Metal 1:
The bar under the picture is 20 um long. Supply wires on this layer in grey. Cells faint in the background.
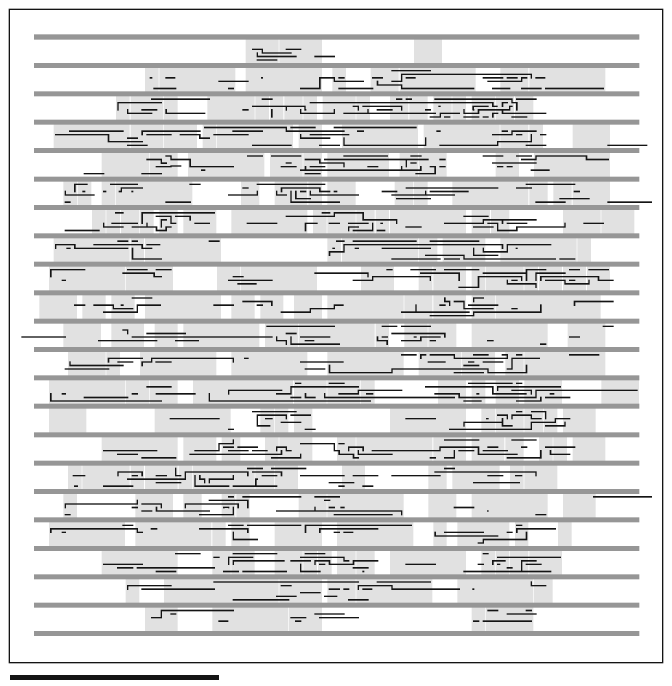
Sequential cells coloured by netlist name:
The bar under the picture is 20 um long. Other sequential cells in the stronger grey, the rest of the logic in the fainter grey.
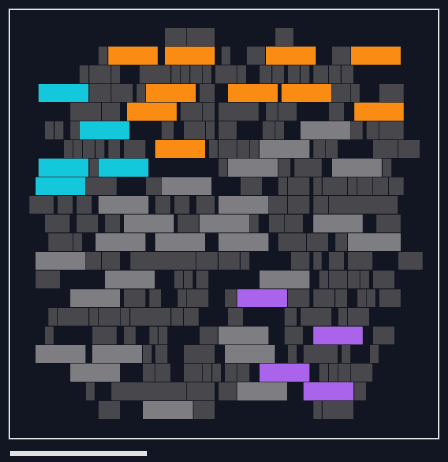
Design fpga_rst_seq, sky130hd; sources not shown.
==> flow_metrics.tcl <==
# place-and-route summary
set metrics [dict create \
    status "complete, no violations" \
    tns_ns 0 \
    synth_cell_type_count 44 \
    use_met2_pct 34.5 \
    min_period_ns 1.99 \
    p_comb_mw 0.0584 \
    drc 0 \
    routedWlPerCell_um 12.8 \
    mux_area_share_pct 0 \
    busiest_layer "met2" \
    first_iter_violations 126 \
    die-area_sq_um 3900 \
    vias_per_cell 5.64 \
    fin_cells 273 \
    ff2ff_path_depth 4 \
    top_cell_area_share_pct 45.3 \
    ys_cells 206 \
    dp_cells 265 \
    max_freq_ghz 0.502 \
    numCtsBuffers 5 \
    ys_sh_adder_pct 3.86 \
    clock-root-buffer "clkbuf_4" \
    syn2layout_area_growth_pct 13.2 \
    hold_ws_ns 0.426 \
    hold_violations 0 \
    setup_slack_ns 0.108 \
    p_clk_mw 0.515 \
    switchingPower_mw 0.305 \
    warning_count 27 \
    path_clk_slew_ns 0.13 \
    worst_ep_required_time_ns 1.68 \
    io_pins 14 \
    synth_flops 44 \
    simple_gate_area_share_pct 25.0 \
    drive_gt1_share_pct 10.6 \
    maxPowerGroup "sequential cells" \
    firstDrtPassIters 4 \
    end_kind "primary output" \
    xor_share_pct 6.75 \
    core_region_area_sq_um 3310 \
    min_path_type "reg -> reg" \
    grt_pass1_vias 1509 \
    hold_buffers 0 \
    final_area_sq_um 2200 \
    logic_family "simple AND/OR/NAND/NOR gates" \
    synth.largest_area_cell "dfxtp_1" \
    fp.dieW_um 62.4 \
    crit_chain "nand2_2 > clkdlybuf4s50_1" \
    fin_crit_sh_pct 94.9 \
    rsz0062_at_grt "false" \
    pre_cts_slack_ns 0.104 \
    critical_path_arrival_ns 1.57 \
    cpMaxStageDelayCell "clkdlybuf4s50_1" \
    critPathKind "reg -> out" \
    seq_power_share_pct 60.0 \
    overflow 0 \
    total_power_mw 1.44 \
    hold_path_depth 1 \
    relSlewSlack_pct 61.0 \
    crit_family "buffers and inverters" \
    drv_slew 0 \
    drv_cap 0 \
    fin_skew_ns 0.0143 \
    seq_cell_power_mw 0.862 \
]
About 'metal 1':
share of all routed wire	44%
main direction	horizontal
longest straight run	17.5 um
wire length on this layer	1520 um
via count: 1540
DRT Wirelength: 3.48 mm
Global Route met1 Usage: 23.6%

About 'sequential cells coloured by netlist name':
colour	name in the netlist	flops
orange	u_btn_db/cnt_q	10
purple	hold_q	4
cyan	rtc_cnt_q	5
sequential cell area share: 40.1%
register area: 882 sq um

[repair_timing]
| action | CTS | global route |
|---|---|---|
| hold endpoints to repair | 0 | 0 |
| resized | 5 | 0 |
| setup buffers | 0 | 0 |
| setup endpoints to repair | 4 | 0 |
[cell type report]
class                           count  area, sq um  area share (%)
Multi-Input combinational cell    146          997            45.3
Tap cell                           46         57.6            2.61
Clock inverter                      2         35.0            1.59
Timing Repair Buffer               14          133            6.02
Sequential cell                    44          882            40.1
Inverter                           15         56.3            2.56
Clock buffer                        6         41.3            1.88
[cell usage in the layout, fill, tap and decap left out, types with 3 or more instances in the layout]
| cell type | Yosys | final |
|---|---|---|
| a211o_1 | 3 | 3 |
| nand3_1 | 11 | 11 |
| a21oi_1 | 12 | 12 |
| xnor2_1 | 4 | 4 |
| inv_1 | 14 | 14 |
| nor2_1 | 28 | 28 |
| nor2b_1 | 5 | 5 |
| dlygate4sd2_1 | 0 | 4 |
| clkdlybuf4s50_1 | 0 | 9 |
| xor2_1 | 11 | 11 |
| ha_1 | 6 | 6 |
| nand2_1 | 11 | 11 |
| or3_1 | 5 | 5 |
| or4_1 | 4 | 4 |
| clkbuf_4 | 0 | 5 |
| dfxtp_1 | 44 | 43 |
| nand2b_1 | 3 | 3 |
| o21ai_0 | 6 | 6 |
| o31ai_1 | 5 | 5 |
[metal layers]
layer	wire (um)	vias up
met5	0	-
met4	91	0
met3	200	10
met2	1670	45
met1	1520	717
li1	-	768
[cell usage after synthesis, types with 5 or more instances]
library cell	number
xor2_1	11
inv_1	14
ha_1	6
o21ai_0	6
o31ai_1	5
nand3_1	11
or3_1	5
dfxtp_1	44
nor2b_1	5
a21oi_1	12
nor2_1	28
nand2_1	11
